**config.mk**
```make
export PLATFORM = sky130hd
export DESIGN_NAME = pipe_stage_skid_reg
export DESIGN_NICKNAME = d
export VERILOG_FILES = /design/src/rtl/pipe_stage_skid_reg.sv
export SDC_FILE = /design/constraint.sdc
export NUM_CORES = 1
export LEC_CHECK = 0
export CAP_MARGIN = 10
export CORE_MARGIN = 2
export CORE_UTILIZATION = 40
export CTS_BUF_LIST = sky130_fd_sc_hd__clkbuf_8
export CTS_CLUSTER_SIZE = 20
export DETAILED_ROUTE_END_ITERATION = 8
export GPL_TIMING_DRIVEN = 0
export PLACE_DENSITY = 0.66
export RECOVER_POWER = 25
export SYNTH_ARGS = -nofsm -noshare
export SYNTH_HDL_FRONTEND = slang
export SYNTH_SLANG_ARGS = --single-unit
```
**constraint.sdc**
```tcl
create_clock -name CLK -period 3.88 [get_ports CLK]
set_input_delay 0.776 -clock CLK [delete_from_list [all_inputs] [get_ports CLK]]
set_output_delay 0.776 -clock CLK [all_outputs]
set_load 0.005 [all_outputs]
```
**src/rtl/pipe_stage_skid_reg.sv**
```systemverilog
// Valid/ready pipeline stage backed by a two-entry skid buffer.
// IN_READY and all outputs are decoded from registered state; FLUSH drops beats into a saturating counter.
module pipe_stage_skid_reg #(
    parameter int unsigned          DATA_W      = 32,
    parameter logic [DATA_W-1:0]    RESET_VALUE = '0,
    parameter logic [DATA_W-1:0]    FLUSH_VALUE = '0,
    parameter int unsigned          CNT_W       = 8
) (
    input  logic              CLK,
    input  logic              RESET,
    input  logic              FLUSH,
    input  logic              IN_VALID,
    output logic              IN_READY,
    input  logic [DATA_W-1:0] IN_DATA,
    output logic              OUT_VALID,
    input  logic              OUT_READY,
    output logic [DATA_W-1:0] OUT_DATA,
    output logic [1:0]        OCCUPANCY,
    output logic [CNT_W-1:0]  DROP_CNT
);

    typedef enum logic [1:0] {
        ST_EMPTY = 2'd0,
        ST_BUSY  = 2'd1,
        ST_FULL  = 2'd2
    } state_e;

    localparam int unsigned      SUM_W   = CNT_W + 2;
    localparam logic [SUM_W-1:0] CNT_MAX = {2'b00, {CNT_W{1'b1}}};

    state_e              state_q, state_d;
    logic [DATA_W-1:0]   main_q, main_d;
    logic [DATA_W-1:0]   skid_q, skid_d;
    logic [CNT_W-1:0]    drop_cnt_q, drop_cnt_d;
    logic                in_fire, out_fire;
    logic [SUM_W-1:0]    drop_sum;

    always_comb begin
        IN_READY  = (state_q != ST_FULL);
        OUT_VALID = (state_q != ST_EMPTY);
        OUT_DATA  = main_q;
        DROP_CNT  = drop_cnt_q;
        case (state_q)
            ST_BUSY: OCCUPANCY = 2'd1;
            ST_FULL: OCCUPANCY = 2'd2;
            default: OCCUPANCY = 2'd0;
        endcase
    end

    assign in_fire  = IN_VALID & IN_READY;
    assign out_fire = OUT_VALID & OUT_READY;

    always_comb begin
        state_d    = state_q;
        main_d     = main_q;
        skid_d     = skid_q;
        drop_cnt_d = drop_cnt_q;
        drop_sum   = '0;
        if (FLUSH) begin
            // out_fire implies OCCUPANCY >= 1, so the sum cannot underflow
            drop_sum   = SUM_W'(drop_cnt_q) + SUM_W'(OCCUPANCY) + SUM_W'(in_fire) - SUM_W'(out_fire);
            drop_cnt_d = (drop_sum > CNT_MAX) ? CNT_MAX[CNT_W-1:0] : drop_sum[CNT_W-1:0];
            state_d    = ST_EMPTY;
            main_d     = FLUSH_VALUE;
            skid_d     = FLUSH_VALUE;
        end else begin
            case (state_q)
                ST_EMPTY: begin
                    if (in_fire) begin
                        state_d = ST_BUSY;
                        main_d  = IN_DATA;
                    end
                end
                ST_BUSY: begin
                    if (in_fire && out_fire) begin
                        main_d = IN_DATA;
                    end else if (in_fire) begin
                        state_d = ST_FULL;
                        skid_d  = IN_DATA;
                    end else if (out_fire) begin
                        state_d = ST_EMPTY;
                    end
                end
                ST_FULL: begin
                    if (out_fire) begin
                        state_d = ST_BUSY;
                        main_d  = skid_q;
                    end
                end
                default: state_d = ST_EMPTY;
            endcase
        end
    end

    always_ff @(posedge CLK) begin
        if (RESET) begin
            state_q    <= ST_EMPTY;
            main_q     <= RESET_VALUE;
            skid_q     <= RESET_VALUE;
            drop_cnt_q <= '0;
        end else begin
            state_q    <= state_d;
            main_q     <= main_d;
            skid_q     <= skid_d;
            drop_cnt_q <= drop_cnt_d;
        end
    end

endmodule

```
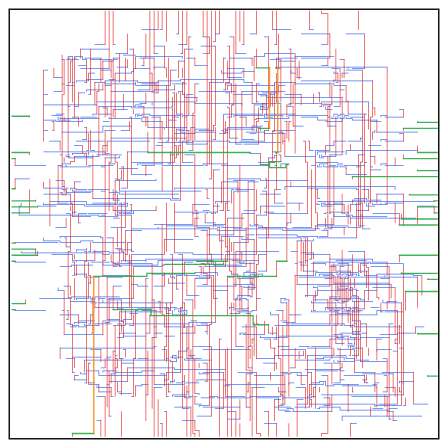
run_1/metal_stack.png
met2 -> red  # wire length 3950 um
met3 -> green  # wire length 288 um
met1 -> blue  # wire length 3640 um
met4 -> orange  # wire length 68.0 um

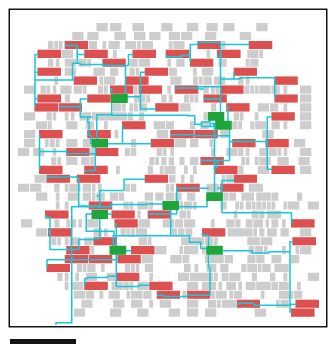
run_1/clock_map.png
The bar under the picture is 20 um long.
flip-flops -> red  # count 74
cells driving clock nets -> green  # count 9
clock wires -> cyan  # length 954 um
flops lie = all over the die

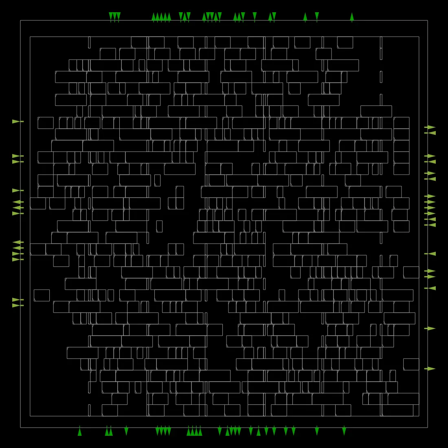
run_1/final_placement.png
Post-Layout Cell Count: 598
row count: 33
final core utilization: 0.5491
Flops: 74
# Taps: 105

==> flow_summary.ini, run 1 <==
; synthesis and place-and-route metrics
[layout]
drive_above_1_share = 0.08316
sh_seq_area = 0.3267
largest_cell_class = multi-input combinational cells
buffer_area_frac = 0.2045
syn_to_final_growth_pct = 32.94
comb_share = 0.3805
seq_area_sq_um = 1481
layout_top_cells = dfxtp_1, nand2_1, clkdlybuf4s50_1
clkCellAreaFrac = 0.04443
nFillCells = 809
signal_buffers = 106

[worst_setup_path]
slowest_stage = clkdlybuf4s50_1
worstPathMaxFanout = 8
startpoint_type = input port
critPathMaxStageDelay_ns = 0.60
critPathTopFamily = simple AND/OR/NAND/NOR gates
path_cells = clkdlybuf4s50_1 > and2_1 > ha_1 > inv_1 > fa_1 > inv_1 > fa_1 > nor2b_1 > o2111ai_1 > and4_4 > nor4_4 > a211oi_1

[global_routing]
grt_pass1_vias = 2825
antenna_found_initial = 0
busiest_layer = met2
grt_max_degree = 15
grtUsageMet1 = 0.2103
grtUsageMet3 = 0.03837

[clocking]
cts_tree = built
clock-sinks = 74
h-tree-depth = 3
cts_root_buf = clkbuf_8
path_clk_slew_ns = 0.09

[power_and_ir_drop]
ir_drop_uv = 163.3
pg_clk_mw = 0.613
p_seq_mw = 0.840
p_comb_frac = 0.287
p_sw_mw = 0.6398
internal_power_mw = 1.397
sw_frac_of_total = 0.3140
power-top-group = sequential cells
p_clk_frac = 0.301

[synthesis]
numSynthFlops = 74
synthCells = 398
top_logic_kind = AND-OR/OR-AND gates
syn_area_per_cell_sq_um = 8.570
seq_area_frac_synth = 0.4343
floorplan.nets = 447
simple_gate_area_frac = 0.1669
yosys_cells = 398
xor_share = 0.01284
netlist_area_sq_um = 3411
yosys_warnings = 0
synthDistinctLibCells = 34

[place]
io_buffers = 79
place.gp.congestion = 0.8081
place_hpwl_um = 5768

[run]
maxCapViolCount = 0
warnings = 27

[final_timing]
period_used_share = 0.9007
timing.fmax_ghz = 0.2861
rsz0062_at_grt = false
setup_viol_count_final = 0
drv_slew = 0

[floorplan]
die_area_sq_um = 9281
fp.dieW_um = 96.34
fp_util = 0.4130
die_y_um = 96.34
ios = 81

[detailed_routing]
wl_met1_um = 3641
finalWirelength_um = 7946
vias = 2996
drtAntennaViolNets = 0
met2_length_um = 3949
drt_iter0_drc = 79

[run_status]
outcome = finished, final reports clean

[min_path]
hold_path.class = register to register
[run 1: path summary, 6_finish.rpt]
kind                                  from          end  slack, ns  depth (start not counted)
worst max register to register  state_q[0]  DROP_CNT[1]       0.58                         12
worst min register to register  skid_q[29]   skid_q[29]       0.46                          2
worst max-delay path             OUT_READY  DROP_CNT[1]       0.39                         12
worst min-delay path            skid_q[29]   skid_q[29]       0.46                          2
[run 1: synthesized netlist by cell type, types with 2 or more instances]
library cell / number / area [sq um]
a21o_1: 2 / 15.01
o21a_1: 2 / 15.01
mux2i_1: 33 / 330.3
dfxtp_1: 74 / 1481
a21oi_1: 37 / 185.2
a211oi_1: 41 / 307.8
fa_1: 2 / 40.04
clkbuf_1: 8 / 30.03
ha_1: 10 / 125.1
buf_4: 5 / 37.54
o2111ai_1: 2 / 17.52
or2_2: 3 / 18.77
o21ai_0: 5 / 25.02
and2_1: 2 / 12.51
nor2_1: 47 / 176.4
nor2b_1: 5 / 31.28
inv_1: 18 / 67.56
buf_2: 13 / 65.06
nand2_1: 68 / 255.2
nand2b_1: 3 / 18.77
xnor2_1: 3 / 26.28
o211ai_1: 2 / 15.01
xor2_1: 2 / 17.52
[run 1: state kept, by name (all words and copies together), names as in the netlist]
register	count
DROP_CNT	8
state_q	2
OUT_DATA	32
skid_q	32
[run 1: through the flow]
stage / cells / hold WS (ns) / worst slack [ns] / power, mW
after floorplan: 398 / 0.4357 / 0.9459 / 1.246
after global placement: 582 / 0.4408 / 0.04606 / 1.439
after detailed placement: 582 / 0.4458 / 0.01740 / 1.451
after CTS: 598 / 0.4569 / 0.3816 / 2.068
after global routing: 598 / 0.4740 / 0.1905 / 2.162
final: 598 / 0.4560 / 0.3853 / 2.037
==> run 2: changes to the inputs <==
Settings changed: RECOVER_POWER 25 to default.
Clock period 3.88 ns to 4.3 ns, I/O delays scaled along.
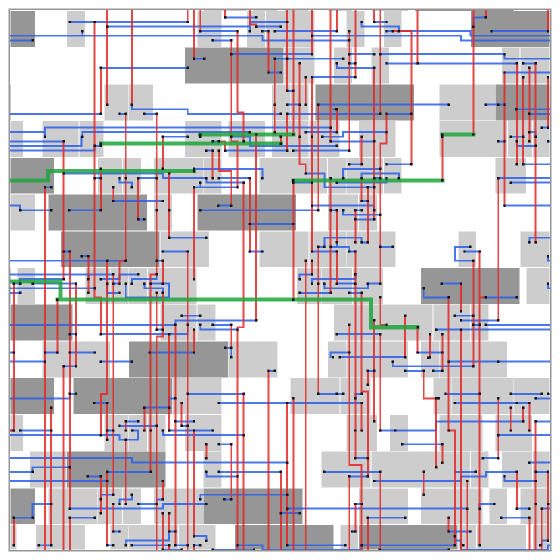
run_2/zoom.png
Region (28, 9) to (68, 49) um. Cells in grey, sequential cells in the stronger grey; small squares are vias.
met3 -> green
met1 -> blue
met2 -> red
netlist names of flops here include = `skid_q` (6), `OUT_DATA` (5), `DROP_CNT` (3)
most frequent = dfxtp_1 (15), nor2_1 (11)
sequential cells in the window = 15
cells with their middle in the window = 115

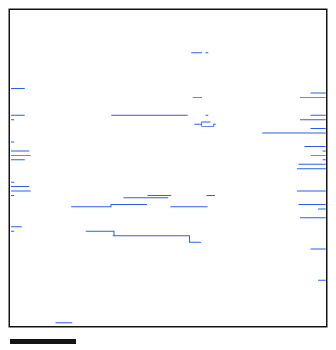
run_2/met3.png
The bar under the picture is 20 um long.
nets with wire on the layer = 37
main direction = horizontal
longest straight run = 23.2 um
wire length on this layer = 289 um
share of all routed wire = 3.6%

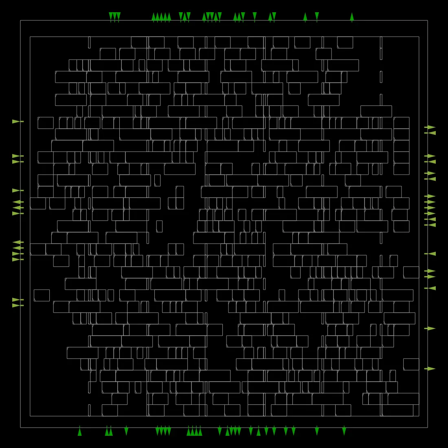
run_2/final_placement.png
Fillers: 809
sequential cell area share: 0.3267

==> flow_summary.ini, run 2 <==
; synthesis and place-and-route metrics
[run_status]
outcome = finished, final reports clean

[clocking]
cts_tree = built
post_cts_buffers = 0
ctsHoldBuffers = 0
path_clk_slew_ns = 0.09
cts_inserted_buffers = 9
cts_max_path_buffers = 2
clock-sinks = 74
clock.latency.late_pin_ns = 0.34
h-tree-depth = 3
post_cts_resized = 0
cts_root_buf = clkbuf_8

[layout]
drive_above_1_share = 0.08316
syn_to_final_growth_pct = 32.94
layout.nets = 537
utilization = 0.5491
final_cells = 598
layout_top_cells = clkdlybuf4s50_1, dfxtp_1, nand2_1

[run]
maxCapViolCount = 0
warnings = 27

[worst_setup_path]
cp-endpoint = DROP_CNT[1]
critical_path_class = input port to register
path_cells = clkdlybuf4s50_1 > and2_1 > ha_1 > inv_1 > fa_1 > inv_1 > fa_1 > nor2b_1 > o2111ai_1 > and4_4 > nor4_4 > a211oi_1
required_ns = 4.52
crit_buf_inv = 3
r2r_slack_ns = 1.00
worstPathMaxFanout = 8
slowest_stage = clkdlybuf4s50_1
critPathMaxStageDelay_ns = 0.60
r2r_end = DROP_CNT[1]
startpoint_type = input port
startpoint = OUT_READY
critPathTopFamily = simple AND/OR/NAND/NOR gates
worstReg2RegStart = state_q[0]
cp.depth = 12
r2r_cells = 12

[detailed_routing]
drc = 0
dr.pass1.iters = 4
vias = 2995
drt_iter0_drc = 79
finalWirelength_um = 7954
drtAntennaViolNets = 0
viasPerCell = 5.008

[power_and_ir_drop]
ir_drop_uv = 147.4
p_per_area_nw_per_um2 = 406.7
p_leak_nw = 1.890
p_total_mw = 1.844

[global_routing]
antenna_found_initial = 0
grt_pass1_vias = 2825
grt_max_degree = 15
track_usage = 0.1754
grt_overflow = 0
grt_pass1_wl_um = 12680

[synthesis]
top_area_frac = 0.4343
syn_area_per_cell_sq_um = 8.570
seq_area_frac_synth = 0.4343
netlist_area_sq_um = 3411
yosys_warnings = 0
synth.area.top_cells = dfxtp_1, mux2i_1, a211oi_1, nand2_1, a21oi_1
yosysTopAreaCell = dfxtp_1
floorplan.nets = 447
synth_top_cell_by_count = dfxtp_1
yosys_cells = 398
edf_count = 0
numSynthFlops = 74
synthArstFlopShare = 0
yosys-top-cells-count = dfxtp_1, nand2_1, nor2_1
synthCells = 398
synthDistinctLibCells = 34

[final_timing]
hold-worst-slack_ns = 0.4560
clock_skew_ns = 0.008176
drv_slew = 0
tns_ns = 0
timing.fmax_ghz = 0.2795
period_needed_ns = 3.578
period_used_share = 0.8322
rsz0062_at_grt = false
setup_viol_count_final = 0
relSlewSlack = 0.6453
final.setup.worst_slack_ns = 0.7216

[min_path]
hold_path.class = register to register

[place]
place.gp.congestion = 0.8081
place_hpwl_um = 5768
dp.cells = 582
placed_area_sq_um = 4333
post-place-ws_ns = 0.3534
io_buffers = 79

[floorplan]
die_y_um = 96.34
fp.dieW_um = 96.34
rows = 33
ios = 81
core_sq_um = 8258
fp_util = 0.4130
die_area_sq_um = 9281
==> run 2: per-layer routing <==
layer | vias up | global-route usage | part of all wire
met5 | - | 0 | 0
met4 | 0 | 0.05282 | 0.0085
met3 | 6 | 0.03837 | 0.036
met2 | 56 | 0.3125 | 0.50
met1 | 1395 | 0.2103 | 0.46
li1 | 1538 | - | -
==> run 2: how the worst min path moves through the flow <==
stage,from,to,slack (ns),depth (start not counted)
6_report,skid_q[29],skid_q[29],0.46,2
5_1_grt,skid_q[23],skid_q[23],0.47,2
4_1_cts,skid_q[20],skid_q[20],0.46,2
3_5_place_dp,skid_q[20],skid_q[20],0.45,2
3_3_place_gp,skid_q[22],skid_q[22],0.44,2
2_1_floorplan,skid_q[0],skid_q[0],0.44,2
==> run 2: logic make-up (layout without fill, tap and decap cells) <==
| logic type | count (synthesis) | in the layout | share of synthesized area |
|---|---|---|---|
| AOI/OAI and AO/OA | 95 | 95 | 0.1775 |
| xor gates and xnor gates | 5 | 5 | 0.01284 |
| adders and majority gates | 12 | 12 | 0.04842 |
| buffers and inverters | 45 | 140 | 0.05979 |
| DFF | 74 | 74 | 0.4343 |
| muxes | 34 | 34 | 0.1001 |
| and+or+nand+nor | 133 | 133 | 0.1669 |
==> run 2: layout make-up <==
class	count	area (sq um)
clock inverters	7	77.57
plain buffers	27	136.4
clock buffers	9	123.9
repair buffers	79	790.8
flip-flops and latches	74	1481
fillers	809	3724
well taps	105	131.4
inverters	18	67.56
multi-input cells	279	1725
==> run 2: where the power goes <==
group | internal (mW) | switching (mW)
Combinational | 0.270 | 0.263
Sequential | 0.724 | 0.0352
Clock | 0.273 | 0.280
Total | 1.27 | 0.578
Power and IR drop assume default switching activity.
